**src/rtl/jitt_gpio_pkg.sv**
```systemverilog
// Shared constants for the jitter-cleaner GPIO controller: register word offsets,
// the ID value and the pulse engine state encoding.
package jitt_gpio_pkg;

    localparam logic [31:0] JittGpioId = 32'h4A47_0200;

    // Word offsets, i.e. sys_if_addr[7:2]
    localparam logic [5:0] RegId     = 6'h00;
    localparam logic [5:0] RegIn     = 6'h01;
    localparam logic [5:0] RegOut    = 6'h02;
    localparam logic [5:0] RegCfg    = 6'h03;
    localparam logic [5:0] RegDebCnt = 6'h04;
    localparam logic [5:0] RegRiseEn = 6'h05;
    localparam logic [5:0] RegFallEn = 6'h06;
    localparam logic [5:0] RegIrqEn  = 6'h07;
    localparam logic [5:0] RegIrqSts = 6'h08;
    localparam logic [5:0] RegPulse  = 6'h09;

    typedef enum logic {
        PulseIdle,
        PulseActive
    } pulse_state_e;

endpackage

```
**src/rtl/jitt_gpio_debounce.sv**
```systemverilog
// One input channel: synchroniser chain, mismatch-count debouncer and edge flags.
module jitt_gpio_debounce #(
    parameter int unsigned SYNC_STAGES = 2,
    parameter int unsigned DEB_W       = 16
) (
    input  logic             clk_i,
    input  logic             rst_ni,
    input  logic             pin_i,
    input  logic [DEB_W-1:0] deb_cnt_i,
    output logic             stable_o,
    output logic             rise_o,
    output logic             fall_o
);

    logic [SYNC_STAGES-1:0] sync_q, sync_d;
    logic [DEB_W-1:0]       cnt_q, cnt_d;
    logic                   stable_q, stable_d;
    logic                   sync;

    assign sync = sync_q[SYNC_STAGES-1];

    always_comb begin
        sync_d   = {sync_q[SYNC_STAGES-2:0], pin_i};
        stable_d = stable_q;
        cnt_d    = '0;
        if (deb_cnt_i == '0) begin
            stable_d = sync;
        end else if (sync != stable_q) begin
            // >= so a threshold lowered mid-count still resolves on the next cycle
            if (cnt_q >= deb_cnt_i - DEB_W'(1)) begin
                stable_d = sync;
            end else begin
                cnt_d = cnt_q + DEB_W'(1);
            end
        end
    end

    always_ff @(posedge clk_i or negedge rst_ni) begin
        if (!rst_ni) begin
            sync_q   <= '0;
            cnt_q    <= '0;
            stable_q <= 1'b0;
        end else begin
            sync_q   <= sync_d;
            cnt_q    <= cnt_d;
            stable_q <= stable_d;
        end
    end

    assign stable_o = stable_q;
    assign rise_o   = stable_d & ~stable_q;
    assign fall_o   = ~stable_d & stable_q;

endmodule

```
**src/rtl/jitt_gpio_ctrl.sv**
```systemverilog
// Register-mapped GPIO controller: register file, edge IRQ and one-shot pulse engine
// on top of per-channel synchronised/debounced inputs.
module jitt_gpio_ctrl
    import jitt_gpio_pkg::*;
#(
    parameter int unsigned          NUM_CH      = 13,
    parameter int unsigned          SYNC_STAGES = 2,
    parameter int unsigned          DEB_W       = 16,
    parameter int unsigned          PULSE_W     = 24,
    parameter logic [NUM_CH-1:0]    OUT_RST     = '0,
    parameter logic [NUM_CH-1:0]    CFG_RST     = '1
) (
    input  logic              sys_if_clk,
    input  logic              sys_if_rstn,
    input  logic              sys_if_wen,
    input  logic [31:0]       sys_if_addr,
    input  logic [31:0]       sys_if_wdata,
    output logic [31:0]       sys_if_rdata,
    input  logic [NUM_CH-1:0] gpio_i,
    output logic [NUM_CH-1:0] gpio_o,
    output logic [NUM_CH-1:0] gpio_t,
    output logic              irq
);

    logic [NUM_CH-1:0]  out_q, out_d, cfg_q, cfg_d;
    logic [NUM_CH-1:0]  rise_en_q, rise_en_d, fall_en_q, fall_en_d;
    logic [NUM_CH-1:0]  irq_en_q, irq_en_d, irq_sts_q, irq_sts_d;
    logic [NUM_CH-1:0]  gpio_o_q, gpio_o_d, pulse_mask, w1c;
    logic [NUM_CH-1:0]  stable, rise, fall;
    logic [DEB_W-1:0]   deb_q, deb_d;
    logic [PULSE_W-1:0] rem_q, rem_d, pulse_len;
    logic [7:0]         pch_q, pch_d, pulse_ch;
    logic               irq_q, irq_d;
    pulse_state_e       state_q, state_d;
    logic [5:0]         reg_idx;
    logic               unused_bits;

    assign reg_idx     = sys_if_addr[7:2];
    assign pulse_len   = sys_if_wdata[PULSE_W-1:0];
    assign pulse_ch    = sys_if_wdata[31:24];
    assign unused_bits = ^{sys_if_addr[31:8], sys_if_addr[1:0], sys_if_wdata};

    for (genvar i = 0; i < NUM_CH; i++) begin : g_ch
        jitt_gpio_debounce #(
            .SYNC_STAGES(SYNC_STAGES),
            .DEB_W      (DEB_W)
        ) u_deb (
            .clk_i    (sys_if_clk),
            .rst_ni   (sys_if_rstn),
            .pin_i    (gpio_i[i]),
            .deb_cnt_i(deb_q),
            .stable_o (stable[i]),
            .rise_o   (rise[i]),
            .fall_o   (fall[i])
        );
    end

    always_comb begin
        out_d     = out_q;
        cfg_d     = cfg_q;
        deb_d     = deb_q;
        rise_en_d = rise_en_q;
        fall_en_d = fall_en_q;
        irq_en_d  = irq_en_q;
        w1c       = '0;
        if (sys_if_wen) begin
            case (reg_idx)
                RegOut:    out_d     = sys_if_wdata[NUM_CH-1:0];
                RegCfg:    cfg_d     = sys_if_wdata[NUM_CH-1:0];
                RegDebCnt: deb_d     = sys_if_wdata[DEB_W-1:0];
                RegRiseEn: rise_en_d = sys_if_wdata[NUM_CH-1:0];
                RegFallEn: fall_en_d = sys_if_wdata[NUM_CH-1:0];
                RegIrqEn:  irq_en_d  = sys_if_wdata[NUM_CH-1:0];
                RegIrqSts: w1c       = sys_if_wdata[NUM_CH-1:0];
                default:   ;
            endcase
        end
        // New edges override a simultaneous clear
        irq_sts_d = (irq_sts_q & ~w1c) | (rise & rise_en_q) | (fall & fall_en_q);
        irq_d     = |(irq_sts_q & irq_en_q);
    end

    always_comb begin
        state_d = state_q;
        pch_d   = pch_q;
        rem_d   = rem_q;
        unique case (state_q)
            PulseIdle: begin
                if (sys_if_wen && reg_idx == RegPulse && pulse_ch < 8'(NUM_CH)
                    && pulse_len != '0) begin
                    state_d = PulseActive;
                    pch_d   = pulse_ch;
                    rem_d   = pulse_len;
                end
            end
            PulseActive: begin
                rem_d = rem_q - PULSE_W'(1);
                if (rem_q == PULSE_W'(1)) state_d = PulseIdle;
            end
            default: state_d = PulseIdle;
        endcase
        for (int i = 0; i < NUM_CH; i++) begin
            pulse_mask[i] = (state_d == PulseActive) && (pch_d == 8'(i));
        end
        gpio_o_d = out_d ^ pulse_mask;
    end

    always_ff @(posedge sys_if_clk or negedge sys_if_rstn) begin
        if (!sys_if_rstn) begin
            out_q     <= OUT_RST;
            cfg_q     <= CFG_RST;
            deb_q     <= '0;
            rise_en_q <= '0;
            fall_en_q <= '0;
            irq_en_q  <= '0;
            irq_sts_q <= '0;
            irq_q     <= 1'b0;
            state_q   <= PulseIdle;
            pch_q     <= '0;
            rem_q     <= '0;
            gpio_o_q  <= OUT_RST;
        end else begin
            out_q     <= out_d;
            cfg_q     <= cfg_d;
            deb_q     <= deb_d;
            rise_en_q <= rise_en_d;
            fall_en_q <= fall_en_d;
            irq_en_q  <= irq_en_d;
            irq_sts_q <= irq_sts_d;
            irq_q     <= irq_d;
            state_q   <= state_d;
            pch_q     <= pch_d;
            rem_q     <= rem_d;
            gpio_o_q  <= gpio_o_d;
        end
    end

    always_comb begin
        sys_if_rdata = '0;
        case (reg_idx)
            RegId:     sys_if_rdata = JittGpioId;
            RegIn:     sys_if_rdata = 32'(stable);
            RegOut:    sys_if_rdata = 32'(out_q);
            RegCfg:    sys_if_rdata = 32'(cfg_q);
            RegDebCnt: sys_if_rdata = 32'(deb_q);
            RegRiseEn: sys_if_rdata = 32'(rise_en_q);
            RegFallEn: sys_if_rdata = 32'(fall_en_q);
            RegIrqEn:  sys_if_rdata = 32'(irq_en_q);
            RegIrqSts: sys_if_rdata = 32'(irq_sts_q);
            RegPulse: begin
                sys_if_rdata[PULSE_W-1:0] = rem_q;
                sys_if_rdata[31]          = (state_q == PulseActive);
            end
            default:   ;
        endcase
    end

    assign gpio_o = gpio_o_q;
    assign gpio_t = cfg_q;
    assign irq    = irq_q;

endmodule

```
**config.mk**
```make
export PLATFORM = sky130hd
export DESIGN_NAME = jitt_gpio_ctrl
export DESIGN_NICKNAME = d
export VERILOG_FILES = /design/src/rtl/jitt_gpio_pkg.sv /design/src/rtl/jitt_gpio_debounce.sv /design/src/rtl/jitt_gpio_ctrl.sv
export SDC_FILE = /design/constraint.sdc
export NUM_CORES = 1
export LEC_CHECK = 0
export ABC_AREA = 1
export CORE_MARGIN = 4
export CORE_UTILIZATION = 51
export CTS_CLUSTER_SIZE = 28
export DETAILED_ROUTE_END_ITERATION = 8
export PLACE_DENSITY = 0.72
export SLEW_MARGIN = 5
export SYNTH_ARGS = -nofsm -noshare
export SYNTH_HDL_FRONTEND = slang
export SYNTH_SLANG_ARGS = --single-unit
```
**constraint.sdc**
```tcl
create_clock -name sys_if_clk -period 7 [get_ports sys_if_clk]
set_input_delay 1.05 -clock sys_if_clk [delete_from_list [all_inputs] [get_ports sys_if_clk]]
set_output_delay 1.05 -clock sys_if_clk [all_outputs]
set_load 0.005 [all_outputs]
```
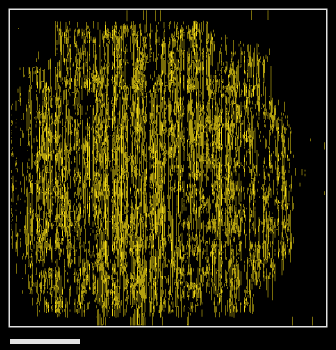
*Metal 2, run 1*
Bar = 50 microns.
share of all routed wire: 45%
main direction: vertical
nets with wire on the layer: 2,791
DR vias: 21.6k
final wirelength: 68.7 mm
met2 Use GR: 42.1%

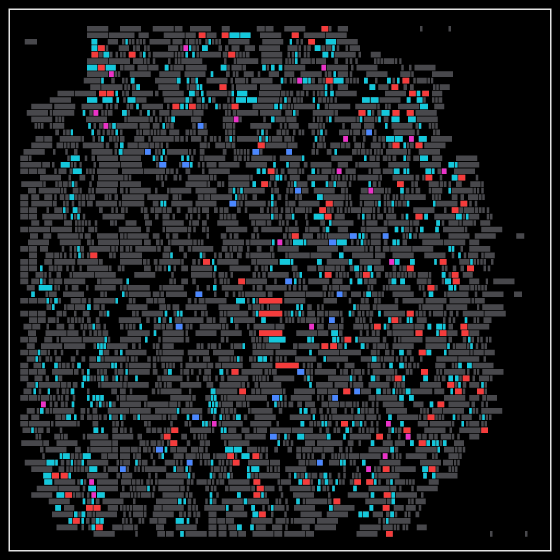
*Logic cells by family, run 1*
| family | color | cells |
|---|---|---|
| NOR gates | cyan | 493 |
| AND-OR and OR-AND gates | blue | 27 |
| XOR/XNOR gates | red | 107 |
| AND and OR gates | magenta | 23 |
most instantiated logic cell after routing: nand2_1
Layout Cells excl Fill: 3,805
multi-input combinational area share: 46.3%

==> qor.csv, run 1 <==
metric;value;unit
Slew headroom;10.8;%
min cycle time layout;5.38;ns
CP top delay family;buffers and inverters;
Hold Startpoint;g_ch[1].u_deb.sync_q[0];
Post-DRT Antenna Nets;0;
H-tree levels;2;
Most common cell on crit path;clkdlybuf4s50_1;
initial antenna violation count;0;
Vias/cell;5.67;
first-pass iteration count of the detailed router;5;
Gate Area;12800;sq um
Worst path slowest cell;nor2_1;
first element of the critical path;sys_if_addr[7];
Overflow after GRT;0;
status;completed;
Cell Area, Synth;24400;sq um
placed cell count;3724;
WHS Endpoint;g_ch[1].u_deb.sync_q[1];
Critical Path End;sys_if_rdata[9];
R2R Setup Slk;2.05;ns
setup_tns;0;ns
final instance area;27600;sq um
P_clk;2.44;mW
largest net degree at the start of global routing;153;
Worst Reg-to-Reg Cells;16;
Core Footprint;47000;sq um
setup bufs post-CTS;0;
Clk pwr share;33.3;%
main flop type after synthesis;dfrtp_1;
Num CTS Buffers;45;
flip-flops with a built-in enable;0;
biggest area cells;dfrtp_1 38%, nand2_1 11%, ha_1 10%;
n_diodes;0;
gr usage total;26.8;%
Avg WL per Cell;18.1;microns
Crit Path Max Fanout;15;
critical path arrival;4.33;ns
Area after DPL;26100;sq um
Top non-seq family;simple AND/OR/NAND/NOR gates;
sequential cell fraction of total power;36.7;%
Area leader share;38.4;%
proportion of layout cells with a drive suffix above 1;7.79;%
Cell Int Power;4.67;mW
XOR Share, Synth;3.84;%
YS chip area;24400;sq um
drt drc;0;
mux frac, synth;0;%
Tot Pwr;7.34;mW
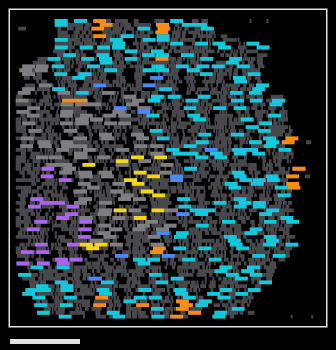
*Where the registers sit, run 1*
Bar = 50 microns. Other sequential cells in the stronger gray, the rest of the logic in the fainter gray.
| netlist name | color | sequential cells |
|---|---|---|
| g_ch.u_deb.sync_q | orange | 26 |
| g_ch.u_deb.cnt_q | cyan | 208 |
| rem_q | purple | 24 |
| g_ch.u_deb.stable_o | blue | 13 |
| deb_q | yellow | 16 |
Sequential Area: 9730 sq um
fin util: 58.9%
Seq/total area: 35.2%

-- run 1: placed cells by master (no fill, tap or decap), drive strengths merged, types with 7 or more instances in the layout --
cell type	n
a21oi	79
nand3	175
clkdlybuf4s50	107
a221oi	36
clkbuf	65
o211ai	22
buf	14
o22ai	26
clkinv	7
nor2	320
inv	433
a21o	13
dfstp	13
xor2	79
xnor2	28
o31ai	13
nand4	65
dfrtp	375
o21ai	156
nand2	705
or2	22
nor3	127
a31oi	11
ha	198
nor3b	37
nand3b	26
a22o	13
-- run 1: sequential cells by signal (all words and copies together) (netlist names) --
signal / flops
rise_en_q: 13
irq: 1
gpio_o: 13
irq_sts_q: 13
pch_q: 8
state_q: 1
g_ch.u_deb.cnt_q: 208
irq_en_q: 13
deb_q: 16
fall_en_q: 13
g_ch.u_deb.stable_o: 13
rem_q: 24
out_q: 13
gpio_t: 13
g_ch.u_deb.sync_q: 26
-- run 1: worst reg2reg max path: cells and delay by family, from the launching register on --
| kind | cells | cell delay (ns) |
|---|---|---|
| adder cells (fa/ha/maj) | 1 | 0.32 |
| AND/OR/NAND/NOR | 8 | 2.23 |
| XOR/XNOR | 1 | 0.35 |
| AND-OR/OR-AND | 2 | 0.52 |
| flip-flops | 1 | 0.37 |
| buffers and inverters | 4 | 1.07 |
-- run 1: area by class of cell --
class                   count  area share [%]
inverters                 432            5.87
multi-input cells        2176            46.3
repair buffers            121            4.37
clock buffers              65            4.79
clock inverters            16           0.702
well taps                 607            2.75
flip-flops and latches    388            35.2
-- run 1: per-layer routing --
layer	GRT usage [%]	vias to the layer above	wire length, microns
met2	42.1	857	30800
met4	9.76	0	2460
met3	4.44	168	5180
met5	0	-	0
li1	-	10300	-
met1	37.7	10300	30300
### Routing congestion, run 1

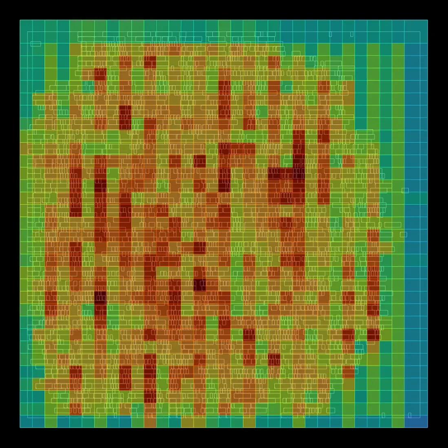

==> run 2, diff against run 1 <==
Clock period 7 ns to 5.3 ns, I/O delays scaled along.
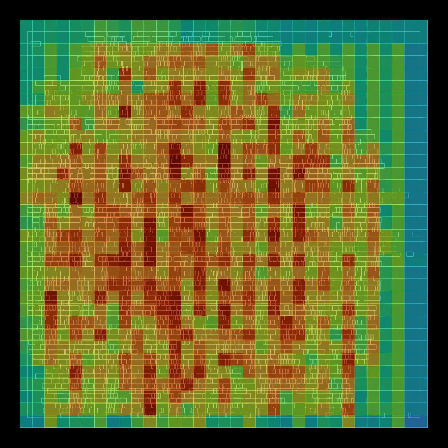
*Routing congestion, run 2*
met2 Use GR: 43.2%
fin util: 59.0%
gr usage total: 27.2%

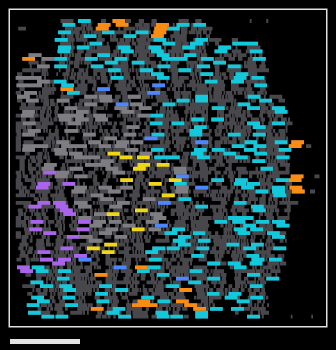
*Where the registers sit, run 2*
Bar = 50 microns. Other sequential cells in the stronger gray, the rest of the logic in the fainter gray.
| netlist name | color | sequential cells |
|---|---|---|
| g_ch.u_deb.stable_o | blue | 13 |
| rem_q | purple | 24 |
| deb_q | yellow | 16 |
| g_ch.u_deb.sync_q | orange | 26 |
| g_ch.u_deb.cnt_q | cyan | 208 |
not colored: 101
Seq/total area: 35.1%
Sequential Power: 3.56 mW

==> run 2 against run 1 <==
Non-clock buffer count is 12 higher; sequential power is 32% higher; clock-buffer cell count is 6 higher; combinational power is 35% higher; flip-flop count stayed put; register-to-register slack worse by 1.1 ns; cell area is 0.28% higher; largest power group unchanged; highest routed layer unchanged.
==> qor.csv, run 2 <==
metric;value;unit;change
PD cells;349;nW/um^2;
Layout Cells excl Fill;3819;;+0.37%
Area after DPL;26200;sq um;+0.34%
min cycle time layout;4.33;ns;
Routed met2 length;31.1;mm;+0.94%
max reg flops;208;;unchanged
grt met3 use;5.20;%;+0.76 points
placed cell count;3736;;+0.32%
biggest area cells;dfrtp_1 38%, nand2_1 11%, ha_1 10%;;
H-tree levels;2;;unchanged
met1 GRT Util;36.4;%;-1.3 points
Crit Path Max Fanout;13;;-2
main flop type after synthesis;dfrtp_1;;
Largest Register;g_ch.u_deb.cnt_q;;
proportion of layout cells with a drive suffix above 1;8.13;%;+0.34 points
largest net degree at the start of global routing;135;;-12%
final wirelength;69.6;mm;+1.2%
maximum vdd drop;0.000241;V;
Synth Warn #;0;;
Post-DRT Antenna Nets;0;;unchanged
met3 routed wirelength;5.42;mm;+4.7%
grt peak-use layer;met2;;
Core Footprint;47000;sq um;unchanged
Synth area leader;dfrtp_1;;
Overflow after GRT;0;;unchanged
Vias/cell;5.65;;-0.28%
drt drc;0;;unchanged
setup_tns;0;ns;unchanged
final instance area;27700;sq um;+0.28%
Top Layout Cells;687 x nand2_1, 428 x inv_1, 375 x dfrtp_1, 286 x nor2_1, 198 x ha_1;;
Top Metal Used;met4;;
met1 WL;29.7;mm;-2.0%
critical path arrival;4.82;ns;+0.49 ns
n_diodes;0;;unchanged
Avg WL per Cell;18.2;microns;+0.84%
first element of the critical path;deb_q[0];;
Final setup viols;0;;
Tot Pwr;9.68;mW;+32%
most instantiated logic cell after routing;nand2_1;;
status;completed;;
CP Class;reg -> reg;;
initial antenna violation count;0;;unchanged
flip-flops with a built-in enable;0;;unchanged
Slew headroom;22.6;%;+12 points
Largest regs;g_ch.u_deb.cnt_q x208, g_ch.u_deb.sync_q x26, rem_q x24;;
initial core utilization;52.0;%;
DR vias;21600;;+0.083%
Cell Area, Synth;24400;sq um;unchanged
Num CTS Buffers;45;;unchanged
run 2: cell counts after synthesis:
No cell type changed its count.
run 2: worst paths after layout:
path                       slack [ns]                       to  cells past startpoint
max                              0.97  g_ch[10].u_deb.cnt_q[3]                     16
min                              0.23  g_ch[11].u_deb.cnt_q[5]                      1
max reg2reg                      0.97  g_ch[10].u_deb.cnt_q[3]                     16
min reg2reg                      0.35  g_ch[0].u_deb.sync_q[1]                      0
max in group asynchronous        3.81                rem_q[21]                      2
min in group sys_if_clk          0.35  g_ch[0].u_deb.sync_q[1]                      0
run 2: area by class of cell:
type                    instances  area (sq um)
flip-flops and latches        388          9730
clock buffers                  71          1360
multi-input cells            2176         12800
fillers                      4066         19200
clock inverters                12           141
repair buffers                133          1300
well taps                     607           759
inverters                     432          1620
run 2: kinds of logic after synthesis:
logic type	Yosys count	synth area share [%]
adder cells (fa/ha/maj)	198	10.1
buffers and inverters	496	8.13
other	1	0.0154
XOR/XNOR	107	3.84
flip-flops	388	39.8
AND-OR/OR-AND	380	9.63
AND/OR/NAND/NOR	1487	28.4
run 2: critical path, stage by stage (launching register included):
cell      delay [ns]
dfrtp_1         0.38
inv_1           0.39
ha_1            0.43
nand3_2         0.17
nor2_4          0.15
nand4_1         0.20
nor2_1          0.25
xor2_1          0.16
buf_4           0.35
ha_1            0.30
nand2_1         0.06
inv_1           0.05
a221oi_1        0.52
inv_1           0.12
a21oi_2         0.14
nand2_1         0.30
nor3b_1         0.26
run 2: power breakdown:
group | switching [mW] | leakage [nW] | total (mW) | internal, mW
clock | 1.29 | 0.736 | 3.16 | 1.87
combinational | 1.99 | 7.90 | 2.96 | 0.974
sequential | 0.277 | 5.03 | 3.56 | 3.28
Power is estimated from default activity; no workload was simulated.
